`src/rtl/npc_pipe_if.sv`:
```
// Bundle between D-stage control and the fetch PC unit: redirect controls in,
// fetch PC and status out.
interface npc_pipe_if #(
    parameter int WIDTH = 32
);
    logic             stall;
    logic [2:0]       nextPCop;
    logic [2:0]       brType;
    logic [WIDTH-1:0] rsData;
    logic [WIDTH-1:0] rtData;
    logic [WIDTH-1:0] extendedImm;
    logic [25:0]      j_addr;
    logic [WIDTH-1:0] regPC;
    logic [WIDTH-1:0] pcD;
    logic             req;
    logic             eret;
    logic [WIDTH-1:0] epc;
    logic [WIDTH-1:0] PC;
    logic [WIDTH-1:0] nextPC;
    logic             branchTaken;
    logic             pendValid;
    logic             pcAdEL;

    modport master (
        output stall, nextPCop, brType, rsData, rtData, extendedImm,
               j_addr, regPC, pcD, req, eret, epc,
        input  PC, nextPC, branchTaken, pendValid, pcAdEL
    );

    modport slave (
        input  stall, nextPCop, brType, rsData, rtData, extendedImm,
               j_addr, regPC, pcD, req, eret, epc,
        output PC, nextPC, branchTaken, pendValid, pcAdEL
    );
endinterface

```
`src/rtl/npc_pipe_unit.sv`:
```
// Fetch-side PC register and next-PC selection: jumps, branches, jr, stall
// hold with a one-deep pending redirect, exception entry and eret return.
//
// state     | meaning
// ----------+-------------------------------------------------------------
// PEND_IDLE | no redirect waiting
// PEND_HELD | redirect captured during a stall, applied on release
module npc_pipe_unit #(
    parameter int               WIDTH      = 32,
    parameter logic [WIDTH-1:0] RESET_PC   = 32'h0000_3000,
    parameter logic [WIDTH-1:0] HANDLER_PC = 32'h0000_4180,
    parameter logic [WIDTH-1:0] PC_MAX     = 32'h0000_6FFF
) (
    input logic        clk,
    input logic        reset,
    npc_pipe_if.slave  bus
);

    typedef enum logic {
        PEND_IDLE = 1'b0,
        PEND_HELD = 1'b1
    } pend_state_t;

    localparam logic [2:0] OP_JUMP   = 3'b001;
    localparam logic [2:0] OP_BRANCH = 3'b010;
    localparam logic [2:0] OP_JR     = 3'b011;

    localparam logic [2:0] BR_BEQ  = 3'b000;
    localparam logic [2:0] BR_BNE  = 3'b001;
    localparam logic [2:0] BR_BLEZ = 3'b010;
    localparam logic [2:0] BR_BGTZ = 3'b011;
    localparam logic [2:0] BR_BLTZ = 3'b100;
    localparam logic [2:0] BR_BGEZ = 3'b101;

    localparam logic [WIDTH-1:0] PC_STEP = WIDTH'(4);

    pend_state_t      state_q, state_d;
    logic [WIDTH-1:0] pc_q, pc_d;
    logic [WIDTH-1:0] pend_target_q, pend_target_d;

    // Visible copies: during reset every output reflects the reset values
    // even before the first edge has loaded them.
    logic [WIDTH-1:0] pc_vis;
    logic             pend_vis;

    logic             rs_neg, rs_zero, eq;
    logic             cond;
    logic             branch_taken;
    logic [WIDTH-1:0] j_pc, branch_pc, seq_pc;
    logic             redir_valid;
    logic [WIDTH-1:0] redir_target;

    assign pc_vis   = reset ? RESET_PC : pc_q;
    assign pend_vis = reset ? 1'b0 : (state_q == PEND_HELD);

    always_comb begin
        rs_neg  = bus.rsData[WIDTH-1];
        rs_zero = (bus.rsData == '0);
        eq      = (bus.rsData == bus.rtData);
        cond    = 1'b0;
        case (bus.brType)
            BR_BEQ:  cond = eq;
            BR_BNE:  cond = !eq;
            BR_BLEZ: cond = rs_neg || rs_zero;
            BR_BGTZ: cond = !rs_neg && !rs_zero;
            BR_BLTZ: cond = rs_neg;
            BR_BGEZ: cond = !rs_neg;
            default: cond = 1'b0;
        endcase
        branch_taken = (bus.nextPCop == OP_BRANCH) && cond;
    end

    assign j_pc      = {bus.pcD[WIDTH-1:28], bus.j_addr, 2'b00};
    assign branch_pc = bus.pcD + PC_STEP + {bus.extendedImm[WIDTH-3:0], 2'b00};
    assign seq_pc    = pc_vis + PC_STEP;

    always_comb begin
        redir_valid  = 1'b0;
        redir_target = branch_pc;
        case (bus.nextPCop)
            OP_JUMP: begin
                redir_valid  = 1'b1;
                redir_target = j_pc;
            end
            OP_JR: begin
                redir_valid  = 1'b1;
                redir_target = bus.regPC;
            end
            OP_BRANCH: begin
                redir_valid  = branch_taken;
                redir_target = branch_pc;
            end
            default: begin
                redir_valid  = 1'b0;
                redir_target = branch_pc;
            end
        endcase
    end

    // Next-PC priority: reset, req, eret, stall, fresh redirect, pending, seq.
    always_comb begin
        state_d       = state_q;
        pend_target_d = pend_target_q;
        pc_d          = seq_pc;
        if (reset) begin
            state_d       = PEND_IDLE;
            pend_target_d = '0;
            pc_d          = RESET_PC;
        end else if (bus.req) begin
            state_d = PEND_IDLE;
            pc_d    = HANDLER_PC;
        end else if (bus.eret && !bus.stall) begin
            state_d = PEND_IDLE;
            pc_d    = bus.epc;
        end else if (bus.stall) begin
            pc_d = pc_q;
            if (redir_valid) begin
                state_d       = PEND_HELD;
                pend_target_d = redir_target;
            end
        end else if (redir_valid) begin
            state_d = PEND_IDLE;
            pc_d    = redir_target;
        end else if (state_q == PEND_HELD) begin
            state_d = PEND_IDLE;
            pc_d    = pend_target_q;
        end
    end

    always_ff @(posedge clk) begin
        if (reset) begin
            state_q       <= PEND_IDLE;
            pc_q          <= RESET_PC;
            pend_target_q <= '0;
        end else begin
            state_q       <= state_d;
            pc_q          <= pc_d;
            pend_target_q <= pend_target_d;
        end
    end

    assign bus.PC          = pc_vis;
    assign bus.nextPC      = pc_d;
    assign bus.branchTaken = branch_taken;
    assign bus.pendValid   = pend_vis;
    assign bus.pcAdEL      = (pc_vis[1:0] != 2'b00) || (pc_vis < RESET_PC) ||
                             (pc_vis > PC_MAX);

endmodule

```
`src/flat_wrapper.sv`:
```
// flat-port wrapper written by rule: the top's interface ports become plain ports
module npc_pipe_unit_flat 
#(
    parameter int               WIDTH      = 32,
    parameter logic [WIDTH-1:0] RESET_PC   = 32'h0000_3000,
    parameter logic [WIDTH-1:0] HANDLER_PC = 32'h0000_4180,
    parameter logic [WIDTH-1:0] PC_MAX     = 32'h0000_6FFF
)
  (clk, reset, bus_stall, bus_nextPCop, bus_brType, bus_rsData, bus_rtData, bus_extendedImm, bus_j_addr, bus_regPC, bus_pcD, bus_req, bus_eret, bus_epc, bus_PC, bus_nextPC, bus_branchTaken, bus_pendValid, bus_pcAdEL);
  npc_pipe_if #(.WIDTH(WIDTH)) bus_i ();
  input logic clk;
  input logic reset;
  input wire logic [$bits(bus_i.stall)-1:0] bus_stall;
  input wire logic [$bits(bus_i.nextPCop)-1:0] bus_nextPCop;
  input wire logic [$bits(bus_i.brType)-1:0] bus_brType;
  input wire logic [$bits(bus_i.rsData)-1:0] bus_rsData;
  input wire logic [$bits(bus_i.rtData)-1:0] bus_rtData;
  input wire logic [$bits(bus_i.extendedImm)-1:0] bus_extendedImm;
  input wire logic [$bits(bus_i.j_addr)-1:0] bus_j_addr;
  input wire logic [$bits(bus_i.regPC)-1:0] bus_regPC;
  input wire logic [$bits(bus_i.pcD)-1:0] bus_pcD;
  input wire logic [$bits(bus_i.req)-1:0] bus_req;
  input wire logic [$bits(bus_i.eret)-1:0] bus_eret;
  input wire logic [$bits(bus_i.epc)-1:0] bus_epc;
  output wire logic [$bits(bus_i.PC)-1:0] bus_PC;
  output wire logic [$bits(bus_i.nextPC)-1:0] bus_nextPC;
  output wire logic [$bits(bus_i.branchTaken)-1:0] bus_branchTaken;
  output wire logic [$bits(bus_i.pendValid)-1:0] bus_pendValid;
  output wire logic [$bits(bus_i.pcAdEL)-1:0] bus_pcAdEL;
  assign bus_i.stall = bus_stall;
  assign bus_i.nextPCop = bus_nextPCop;
  assign bus_i.brType = bus_brType;
  assign bus_i.rsData = bus_rsData;
  assign bus_i.rtData = bus_rtData;
  assign bus_i.extendedImm = bus_extendedImm;
  assign bus_i.j_addr = bus_j_addr;
  assign bus_i.regPC = bus_regPC;
  assign bus_i.pcD = bus_pcD;
  assign bus_i.req = bus_req;
  assign bus_i.eret = bus_eret;
  assign bus_i.epc = bus_epc;
  assign bus_PC = bus_i.PC;
  assign bus_nextPC = bus_i.nextPC;
  assign bus_branchTaken = bus_i.branchTaken;
  assign bus_pendValid = bus_i.pendValid;
  assign bus_pcAdEL = bus_i.pcAdEL;
  npc_pipe_unit #(.WIDTH(WIDTH), .RESET_PC(RESET_PC), .HANDLER_PC(HANDLER_PC), .PC_MAX(PC_MAX)) u_core (.clk(clk), .reset(reset), .bus(bus_i));
endmodule
```
`config.mk`:
```
export PLATFORM = sky130hd
export DESIGN_NAME = npc_pipe_unit_flat
export DESIGN_NICKNAME = d
export VERILOG_FILES = /design/src/rtl/npc_pipe_if.sv /design/src/rtl/npc_pipe_unit.sv /design/src/flat_wrapper.sv
export SDC_FILE = /design/constraint.sdc
export NUM_CORES = 1
export LEC_CHECK = 0
export ABC_CLOCK_PERIOD_IN_PS = 5850
export CAP_MARGIN = 20
export CORE_MARGIN = 3
export CORE_UTILIZATION = 45
export DETAILED_ROUTE_END_ITERATION = 12
export PLACE_DENSITY = 0.86
export SYNTH_ARGS = -nofsm -noshare
export SYNTH_HDL_FRONTEND = slang
export SYNTH_SLANG_ARGS = --single-unit
```
`constraint.sdc`:
```
create_clock -name clk -period 5.85 [get_ports clk]
set_input_delay 0.585 -clock clk [delete_from_list [all_inputs] [get_ports clk]]
set_output_delay 0.585 -clock clk [all_outputs]
set_load 0.1 [all_outputs]
```
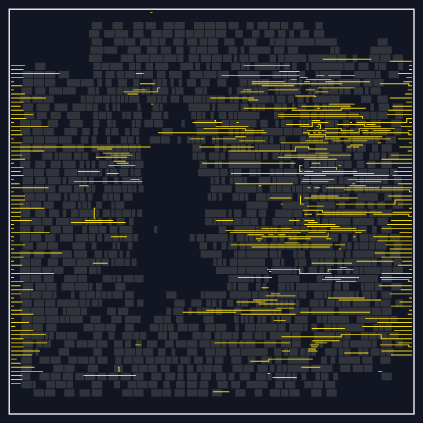
Figure 1: M3 wires.
(3 px per µm)
The layer carries 2780 µm of wire. 282 nets have wire on it. The wires run mostly horizontal.
total wirelength of the detailed-routed design: 28100 µm
vias: 8826
global routing met3 resource utilization: 0.0533

==> results.txt <==
Results of the implementation run.

The detailed router finished its first iteration with 741 violations. After layout, the setup clock skew is reported as 0.00358 ns. Wire segments on met3 add up to 2780 µm in the final route.

The ratio of routed vias to standard cells came out at a little over 6. Per the detail_route log, the uppermost layer with routed signals is met4. Counting distinct cell types in the post-synthesis netlist gives about 70. The number of antenna violations at the first check in global routing came out at 0. The worst setup path is launched from a primary input. TritonCTS built the clock tree. The number of max-cap violations is 0. The signal arrival time at the worst endpoint is 4.71 ns.

Once the clock tree was built, the setup fixing pass inserted 0 buffers. The final estimated routing congestion in global placement came out at 0.985. The final period demand of the worst path is 5.30 ns. The number of gates resized after cts is 0.

The pin count of the biggest net entering global routing is approximately 65. Tracing the worst setup path back leads to its startpoint at bus_pcD[2]. The number of cells on the worst reg-to-reg path is 11. For reference, the most critical setup path is categorized as in2out. Per the final layout report, the fraction of cells sized above drive strength 1 comes to 0.0878. The top fanout value on the critical path came out at 4. The clock latency on the worst-skew pair came out at 0.34 ns. The HPWL reported at the end of detailed placement is 22100 µm. Per the post-synthesis stats, the area per cell is between 7 and 8 µm². The warning count from the yosys run came out at 0. The total I/O pin count came out at 296.

Looking at the reg2reg group, the worst path starts from u_core.pc_q[2]. The global route stage reports its total congestion overflow as 0. The run finished with clean final reports. In this run the tightest slew margin relative to its limit is 0.317.

In the layout the commonest cells are clkdlybuf4s50_1, a21oi_1, nor2_1, nand2_1, dfxtp_1. The die width came out at 134 µm. The capture instance of the worst register-to-register path is u_core.pc_q[28].

Hold analysis lists the worst path endpoint as u_core.pend_target_q[21]. The routed length on met1 is between 10000 and 15000 µm. The required arrival time at the worst endpoint came out at 5.27 ns.

In this run the core area contains 46 standard-cell rows. The cell sitting at the root of the clock tree is a clkbuf_16. The final antenna-violating net count is 0. Post-route period utilization is reported as 0.906. The H-tree depth is 3.

The final layout net count came out at 1524. The total tool warning count is 28. The number of instances in the synthesized netlist came out at between 900 and 1000. The post-synth register bit count is between 60 and 70. The maximum buffer depth of the clock tree is 2.

The number of flops mapped to enable cells by yosys is 0. The launch point of the worst min-delay path is recorded as u_core.pend_target_q[21]. In the final timing run, aggregate negative setup slack is 0 ns. The number of setup violations in the final report is 0.

The detailed-route DRC error count came out at 0. The share of the core area taken by cells at floorplan is 0.464. Setup repair after global routing left no endpoint under its margin. The maximum clock frequency is 189 MHz. Yosys stat counts 993 cells in the synthesized netlist. The end-of-flow core utilization is 0.676. The worst setup path endpoint is bus_nextPC[25]. The worst setup slack before clock tree synthesis is 0.668 ns. The number of buffers created by CTS is 9. Per the OpenROAD floorplan log, the area of the core is 16000 µm². The number of pins exceeding their max-slew limit in the final report came out at 0. The final tally of hold violations is 0. The reg2reg setup slack came out at 2.75 ns. The slew of the pin with the lowest slew margin came out at 1.02 ns. The synthesized cell area is around 7400 µm². The via count of the first global-routing pass is 8357. Before antenna repair, the detailed router went through 6 iterations. The area growth from synthesis to layout is 45.8%. The setup slack of the critical path after layout came out at roughly 0.55 ns. The clock-pin slew on the worst setup and hold paths is 0.05 ns. The maximum vdd drop is 0.000153 V.

The die height is 134 µm. The global-route wire length before repair is 43400 µm. The post-synthesis chip area from yosys is 7420 µm².

Among logic cells in the layout, the one with the most instances is clkdlybuf4s50_1. The fraction of registers with async set/reset is 0. The commonest register cell after synthesis is dfxtp_1. In this run, post-CTS hold repair placed 0 buffers. The number of nets at floorplan is 1281. The chip area is ~18000 µm². The kind of end point of the critical path is an output pin. The total of buffers placed on input and output ports is 293. The CTS sink count is 65. Counting instances, the worst hold path has a depth of 2.
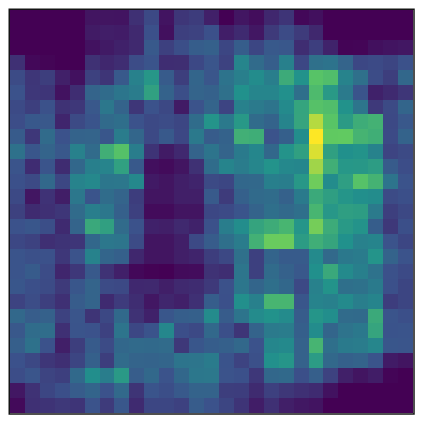
Figure 2: wiring heat map.
(3 px per µm) The die is cut into 27 by 27 equal tiles; dark purple is low, yellow is high, scaled to the fullest tile. Values are wire area over tile area, all layers added.
The fullest tile reaches 0.92. The emptiest ninth of the die: north-west. 11% of the tiles are over half the peak. The mean over all tiles is 0.26. 6.6% of the tiles are nearly empty. The densest ninth of the die: east.
Wirelength per Cell: 19.3 µm
Overall Global Routing Usage: 0.296

-- registers in the layout, summed over array words and instances (netlist names) --
register,flops
u_core.pc_q,32
u_core.pend_target_q,32
u_core.state_q,1
-- report_power, final --
group          total (mW)  leakage, nW  switching [mW]  internal [mW]
clock network       0.662        0.176           0.205          0.458
logic               0.905         3.60           0.537          0.368
registers           0.485        0.530          0.0216          0.464
-- kinds of logic after synthesis --
kind of cell / share of synthesized area
AOI/OAI and AO/OA: 0.274
xor gates and xnor gates: 0.104
adders and majority gates: 0.101
buffers and inverters: 0.0484
DFF: 0.175
muxes: 0.0577
and+or+nand+nor: 0.240
-- stage by stage --
stage	instances	instance area (µm²)	power [mW]	hold slack, ns
global placement	1440	10400	1.37	0.438
floorplan	993	7520	1.06	0.432
global route	1457	10800	2.13	0.462
finish	1457	10800	2.05	0.453
CTS	1456	10800	2.04	0.451
detailed placement	1440	10400	1.38	0.444
-- synthesized netlist by cell type (4+ instances only) --
library cell / number / share of area
a21oi_1: 95 / 0.064
nor2_1: 93 / 0.047
nand2_1: 77 / 0.039
dfxtp_1: 65 / 0.18
ha_1: 58 / 0.098
xor2_1: 58 / 0.068
clkbuf_1: 53 / 0.027
o21ai_0: 47 / 0.032
nor2b_1: 37 / 0.031
mux2i_1: 36 / 0.049
a211oi_1: 34 / 0.034
xnor2_1: 30 / 0.035
nor4_1: 24 / 0.020
nand3_1: 21 / 0.014
nand4_1: 21 / 0.018
inv_1: 19 / 0.0096
nor3_1: 19 / 0.013
o32ai_1: 16 / 0.019
o211ai_1: 15 / 0.015
a21o_1: 14 / 0.014
buf_2: 11 / 0.0074
a221oi_1: 9 / 0.011
and3_1: 9 / 0.0076
buf_1: 8 / 0.0040
o21a_1: 8 / 0.0081
nand2b_1: 7 / 0.0059
a31o_2: 6 / 0.0071
a31oi_1: 6 / 0.0051
mux2_2: 6 / 0.0091
o31ai_1: 6 / 0.0061
or2_2: 6 / 0.0051
or3_1: 6 / 0.0051
nor3b_1: 5 / 0.0051
o2111ai_1: 5 / 0.0059
o21ai_1: 5 / 0.0034
a22oi_1: 4 / 0.0040
o211a_1: 4 / 0.0054
-- final cells by class --
| class | count | area [µm²] |
|---|---|---|
| flip-flops and latches | 65 | 1300 |
| fillers | 1367 | 5180 |
| clock inverters | 6 | 130 |
| multi-input cells | 836 | 5870 |
| well taps | 216 | 270 |
| inverters | 20 | 75.1 |
| clock buffers | 10 | 229 |
| repair buffers | 304 | 2940 |
-- routing by layer --
metal  vias to the layer above  GRT usage
met3                        46     0.0533
met5                         -          0
met2                       533      0.489
met1                      4068      0.402
li1                       4179          -
met4                         0     0.0707
-- critical path, stage by stage --
cell and delay [ns]:
clkdlybuf4s50_1 0.46, inv_1 0.04, ha_1 0.18, inv_1 0.05
ha_1 0.15, inv_1 0.05, fa_1 0.37, nand2b_1 0.20
a21oi_1 0.28, o22ai_1 0.21, o31ai_1 0.55, o32ai_1 0.17
xor2_1 0.18, a21oi_1 0.39, o21ai_1 0.16, a221oi_1 0.46
buf_12 0.24
Power figures rest on the tool's default switching activity, not on a simulated workload.
